==> config.mk <==
export PLATFORM = sky130hd
export DESIGN_NAME = oam_dma_arbiter_flat
export DESIGN_NICKNAME = d
export VERILOG_FILES = /design/src/rtl/oam_dma_arbiter_pkg.sv /design/src/rtl/oam_dma_arbiter_if.sv /design/src/rtl/bus_region_decode.sv /design/src/rtl/oam_dma_arbiter.sv /design/src/flat_wrapper.sv
export SDC_FILE = /design/constraint.sdc
export NUM_CORES = 1
export LEC_CHECK = 0
export ABC_CLOCK_PERIOD_IN_PS = 2450
export CORE_ASPECT_RATIO = 0.7
export CORE_UTILIZATION = 38
export CTS_BUF_LIST = sky130_fd_sc_hd__clkbuf_8
export CTS_CLUSTER_DIAMETER = 40
export CTS_CLUSTER_SIZE = 30
export DETAILED_ROUTE_END_ITERATION = 12
export PLACE_DENSITY = 0.83
export SLEW_MARGIN = 25
export SYNTH_ARGS = -nofsm -noshare
export SYNTH_HDL_FRONTEND = slang
export SYNTH_HIERARCHICAL = 1
export SYNTH_SLANG_ARGS = --single-unit
==> constraint.sdc <==
create_clock -name clk -period 2.45 [get_ports clk]
set_input_delay 0.49 -clock clk [delete_from_list [all_inputs] [get_ports clk]]
set_output_delay 0.49 -clock clk [all_outputs]
set_load 0.005 [all_outputs]
==> src/rtl/oam_dma_arbiter_pkg.sv <==
// Shared types and constants for the OAM DMA arbiter.
// Region decode, DMA state encoding and echo-page folding.
package oam_dma_arbiter_pkg;

  typedef logic [15:0] addr_t;

  typedef enum logic [1:0] {
    DMA_IDLE,
    DMA_START,
    DMA_RD,
    DMA_WR
  } dma_state_t;

  typedef enum logic [1:0] {
    RGN_MAIN,
    RGN_HRAM,
    RGN_DREG
  } bus_region_t;

  localparam addr_t HRAM_LO  = 16'hFF80;
  localparam addr_t HRAM_HI  = 16'hFFFE;
  localparam addr_t DMA_REG  = 16'hFF46;
  localparam addr_t OAM_BASE = 16'hFE00;

  // E0-FF source pages alias the C0-DF work RAM
  function automatic logic [7:0] echo_page(
    input logic [7:0] src
  );
    return (src >= 8'hE0) ? (src - 8'h20) : src;
  endfunction

endpackage

==> src/rtl/oam_dma_arbiter_if.sv <==
// CPU, main-bus and HRAM signal bundle around the arbiter.
// master = arbiter side, slave = core/bus/HRAM side.
interface oam_dma_arbiter_if;
  import oam_dma_arbiter_pkg::*;

  addr_t       cpu_r_addr;
  logic [7:0]  cpu_r_data;
  addr_t       cpu_w_addr;
  logic [7:0]  cpu_w_data;
  logic        cpu_w_wen;

  addr_t       mem_r_addr;
  logic [7:0]  mem_r_data;
  addr_t       mem_w_addr;
  logic [7:0]  mem_w_data;
  logic        mem_w_wen;

  logic [6:0]  hram_r_addr;
  logic [7:0]  hram_r_data;
  logic [6:0]  hram_w_addr;
  logic [7:0]  hram_w_data;
  logic        hram_w_wen;

  logic        dma_active;

  modport master (
    input  cpu_r_addr,
    input  cpu_w_addr,
    input  cpu_w_data,
    input  cpu_w_wen,
    output cpu_r_data,
    output mem_r_addr,
    input  mem_r_data,
    output mem_w_addr,
    output mem_w_data,
    output mem_w_wen,
    output hram_r_addr,
    input  hram_r_data,
    output hram_w_addr,
    output hram_w_data,
    output hram_w_wen,
    output dma_active
  );

  modport slave (
    output cpu_r_addr,
    output cpu_w_addr,
    output cpu_w_data,
    output cpu_w_wen,
    input  cpu_r_data,
    input  mem_r_addr,
    output mem_r_data,
    input  mem_w_addr,
    input  mem_w_data,
    input  mem_w_wen,
    input  hram_r_addr,
    output hram_r_data,
    input  hram_w_addr,
    input  hram_w_data,
    input  hram_w_wen,
    input  dma_active
  );

endinterface

==> src/rtl/bus_region_decode.sv <==
// Classifies a core address as HRAM, DMA register or main bus.
// FFFF (IE) deliberately falls outside HRAM.
module bus_region_decode
  import oam_dma_arbiter_pkg::*;
#(
  parameter addr_t DREG_ADDR = DMA_REG
) (
  input  addr_t       addr,
  output bus_region_t rgn
);

  always_comb begin
    rgn = RGN_MAIN;
    unique case (1'b1)
      (addr >= HRAM_LO && addr <= HRAM_HI): rgn = RGN_HRAM;
      (addr == DREG_ADDR):                  rgn = RGN_DREG;
      default:                              rgn = RGN_MAIN;
    endcase
  end

endmodule

==> src/rtl/oam_dma_arbiter.sv <==
// Main-bus arbiter between the core and the OAM DMA engine.
// HRAM stays on a private port so the core can run from it during DMA.
module oam_dma_arbiter
  import oam_dma_arbiter_pkg::*;
#(
  parameter int    XFER_LEN     = 160,
  parameter addr_t DMA_REG_ADDR = 16'hFF46,
  parameter addr_t OAM_BASE     = 16'hFE00
) (
  input  logic               clk,
  input  logic               rst_n,
  oam_dma_arbiter_if.master  bus
);

  localparam logic [1:0] S_IDLE  = 2'(DMA_IDLE);
  localparam logic [1:0] S_START = 2'(DMA_START);
  localparam logic [1:0] S_RD    = 2'(DMA_RD);
  localparam logic [1:0] S_WR    = 2'(DMA_WR);

  localparam logic [7:0] LAST_IDX = 8'(XFER_LEN - 1);

  logic [1:0]  state;
  logic [7:0]  src_reg;
  logic [7:0]  idx;
  logic [7:0]  byte_buf;
  logic [7:0]  eff_src;
  logic        busy;
  logic        dreg_wr;
  bus_region_t r_rgn;
  bus_region_t w_rgn;

  bus_region_decode #(
    .DREG_ADDR (DMA_REG_ADDR)
  ) u_rd_dec (
    .addr (bus.cpu_r_addr),
    .rgn  (r_rgn)
  );

  bus_region_decode #(
    .DREG_ADDR (DMA_REG_ADDR)
  ) u_wr_dec (
    .addr (bus.cpu_w_addr),
    .rgn  (w_rgn)
  );

  assign dreg_wr = bus.cpu_w_wen && (w_rgn == RGN_DREG);
  assign busy    = (state == S_RD) || (state == S_WR);
  assign eff_src = echo_page(src_reg);

  // a register write restarts the copy from any state
  always_ff @(posedge clk or negedge rst_n) begin
    if (!rst_n) begin
      state    <= S_IDLE;
      src_reg  <= 8'h00;
      idx      <= 8'h00;
      byte_buf <= 8'h00;
    end else if (dreg_wr) begin
      src_reg  <= bus.cpu_w_data;
      idx      <= 8'h00;
      state    <= S_START;
    end else begin
      unique case (state)
        S_START: state <= S_RD;
        S_RD: begin
          byte_buf <= bus.mem_r_data;
          state    <= S_WR;
        end
        S_WR: begin
          if (idx == LAST_IDX) begin
            state <= S_IDLE;
          end else begin
            idx   <= idx + 8'd1;
            state <= S_RD;
          end
        end
        default: state <= S_IDLE;
      endcase
    end
  end

  always_comb begin
    bus.dma_active  = busy;

    bus.hram_r_addr = bus.cpu_r_addr[6:0];
    bus.hram_w_addr = bus.cpu_w_addr[6:0];
    bus.hram_w_data = bus.cpu_w_data;
    bus.hram_w_wen  = bus.cpu_w_wen && (w_rgn == RGN_HRAM);

    bus.mem_r_addr  = bus.cpu_r_addr;
    bus.mem_w_addr  = bus.cpu_w_addr;
    bus.mem_w_data  = bus.cpu_w_data;
    bus.mem_w_wen   = bus.cpu_w_wen && (w_rgn == RGN_MAIN) && !busy;

    if (state == S_RD) begin
      bus.mem_r_addr = {eff_src, idx};
      bus.mem_w_wen  = 1'b0;
    end
    if (state == S_WR) begin
      bus.mem_w_addr = OAM_BASE + {8'h00, idx};
      bus.mem_w_data = byte_buf;
      bus.mem_w_wen  = 1'b1;
    end

    unique case (r_rgn)
      RGN_HRAM: bus.cpu_r_data = bus.hram_r_data;
      RGN_DREG: bus.cpu_r_data = src_reg;
      default:  bus.cpu_r_data = busy ? 8'hFF : bus.mem_r_data;
    endcase
  end

endmodule
==> src/flat_wrapper.sv <==
// flat-port wrapper written by rule: the top's interface ports become plain ports
module oam_dma_arbiter_flat import oam_dma_arbiter_pkg::*;
#(
  parameter int    XFER_LEN     = 160,
  parameter addr_t DMA_REG_ADDR = 16'hFF46,
  parameter addr_t OAM_BASE     = 16'hFE00
)
  (clk, rst_n, bus_cpu_r_addr, bus_cpu_w_addr, bus_cpu_w_data, bus_cpu_w_wen, bus_cpu_r_data, bus_mem_r_addr, bus_mem_r_data, bus_mem_w_addr, bus_mem_w_data, bus_mem_w_wen, bus_hram_r_addr, bus_hram_r_data, bus_hram_w_addr, bus_hram_w_data, bus_hram_w_wen, bus_dma_active);
  oam_dma_arbiter_if bus_i ();
  input  logic clk;
  input  logic rst_n;
  input wire logic [$bits(bus_i.cpu_r_addr)-1:0] bus_cpu_r_addr;
  input wire logic [$bits(bus_i.cpu_w_addr)-1:0] bus_cpu_w_addr;
  input wire logic [$bits(bus_i.cpu_w_data)-1:0] bus_cpu_w_data;
  input wire logic [$bits(bus_i.cpu_w_wen)-1:0] bus_cpu_w_wen;
  output wire logic [$bits(bus_i.cpu_r_data)-1:0] bus_cpu_r_data;
  output wire logic [$bits(bus_i.mem_r_addr)-1:0] bus_mem_r_addr;
  input wire logic [$bits(bus_i.mem_r_data)-1:0] bus_mem_r_data;
  output wire logic [$bits(bus_i.mem_w_addr)-1:0] bus_mem_w_addr;
  output wire logic [$bits(bus_i.mem_w_data)-1:0] bus_mem_w_data;
  output wire logic [$bits(bus_i.mem_w_wen)-1:0] bus_mem_w_wen;
  output wire logic [$bits(bus_i.hram_r_addr)-1:0] bus_hram_r_addr;
  input wire logic [$bits(bus_i.hram_r_data)-1:0] bus_hram_r_data;
  output wire logic [$bits(bus_i.hram_w_addr)-1:0] bus_hram_w_addr;
  output wire logic [$bits(bus_i.hram_w_data)-1:0] bus_hram_w_data;
  output wire logic [$bits(bus_i.hram_w_wen)-1:0] bus_hram_w_wen;
  output wire logic [$bits(bus_i.dma_active)-1:0] bus_dma_active;
  assign bus_i.cpu_r_addr = bus_cpu_r_addr;
  assign bus_i.cpu_w_addr = bus_cpu_w_addr;
  assign bus_i.cpu_w_data = bus_cpu_w_data;
  assign bus_i.cpu_w_wen = bus_cpu_w_wen;
  assign bus_cpu_r_data = bus_i.cpu_r_data;
  assign bus_mem_r_addr = bus_i.mem_r_addr;
  assign bus_i.mem_r_data = bus_mem_r_data;
  assign bus_mem_w_addr = bus_i.mem_w_addr;
  assign bus_mem_w_data = bus_i.mem_w_data;
  assign bus_mem_w_wen = bus_i.mem_w_wen;
  assign bus_hram_r_addr = bus_i.hram_r_addr;
  assign bus_i.hram_r_data = bus_hram_r_data;
  assign bus_hram_w_addr = bus_i.hram_w_addr;
  assign bus_hram_w_data = bus_i.hram_w_data;
  assign bus_hram_w_wen = bus_i.hram_w_wen;
  assign bus_dma_active = bus_i.dma_active;
  oam_dma_arbiter #(.XFER_LEN(XFER_LEN), .DMA_REG_ADDR(DMA_REG_ADDR), .OAM_BASE(OAM_BASE)) u_core (.clk(clk), .rst_n(rst_n), .bus(bus_i));
endmodule
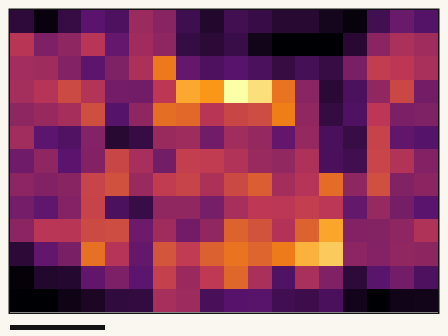
route_heat.png
Scale bar: 20 um. The die is cut into 18 by 13 equal tiles; black is low, pale yellow is high, scaled to the fullest tile. Values are wire area over tile area, all layers added.
- nearly empty tiles: 3.0%
- fullest tile: 0.57
- tiles over half the peak: 21%

==> results_dict.tcl <==
# place-and-route summary
set metrics [dict create \
    pwr-share-comb 0.309 \
    status "finished with violations" \
    flop_area_um2 652 \
    r2r_end "u_core/idx[5]" \
    largest_class "non-clock buffers" \
    clk_path_buf_depth 2 \
    top_layer "met4" \
    ant_nets 0 \
    grtUsageMet3 0.0495 \
    avgSynthCellArea_um2 7.71 \
    maxSlewViolCount 0 \
    design.seq.count 26 \
    hold_slack_ns 0.515 \
    clkPwrFrac 0.279 \
    die-area_um2 5740 \
    grt_pass1_wl_um 12100 \
    rr_startpoint "u_core/idx[0]" \
    die_w_um 90.1 \
    drtIter0Drc 136 \
    violations "negative setup slack" \
    clk_pin_slew_ns 0.09 \
    crit_top_cell "buf_6" \
    final_cells 477 \
    start_kind "primary input" \
    setup_slack_ns -0.0359 \
    relSlewSlack 0.770 \
    lay_top_cells "103 x clkdlybuf4s50_1, 79 x nand2_1, 33 x buf_4" \
    cpPeakStageDelay_ns 0.32 \
    grt_pass1_vias 2451 \
    setup_violations 7 \
    syn-cell-area_um2 2070 \
    seq-power_mw 0.530 \
    fin_worst_skew_ns 0.00409 \
    layout_top_cell "clkdlybuf4s50_1" \
    yosys_warnings 6 \
    grt_usage 0.262 \
    port-buffer-count 131 \
    ys_sh_mux 0.114 \
]
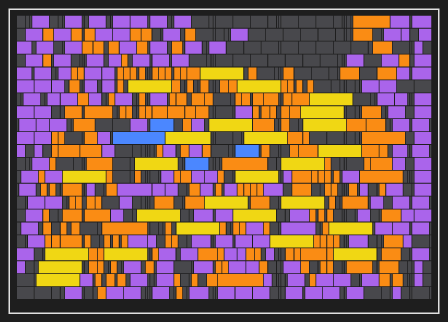
class_map.png
Fill, decap, tap and diode cells in gray.
- blue: clock drivers and dummy loads (cells 4)
- orange: remaining logic cells (cells 205)
- purple: remaining buffers and delay cells (cells 170)
- yellow: registers (cells 26)
placement row count: 22
post-layout util: 0.709
Core Region: 5230 um^2
Seq area share: 0.176

Power and IR drop assume default switching activity.
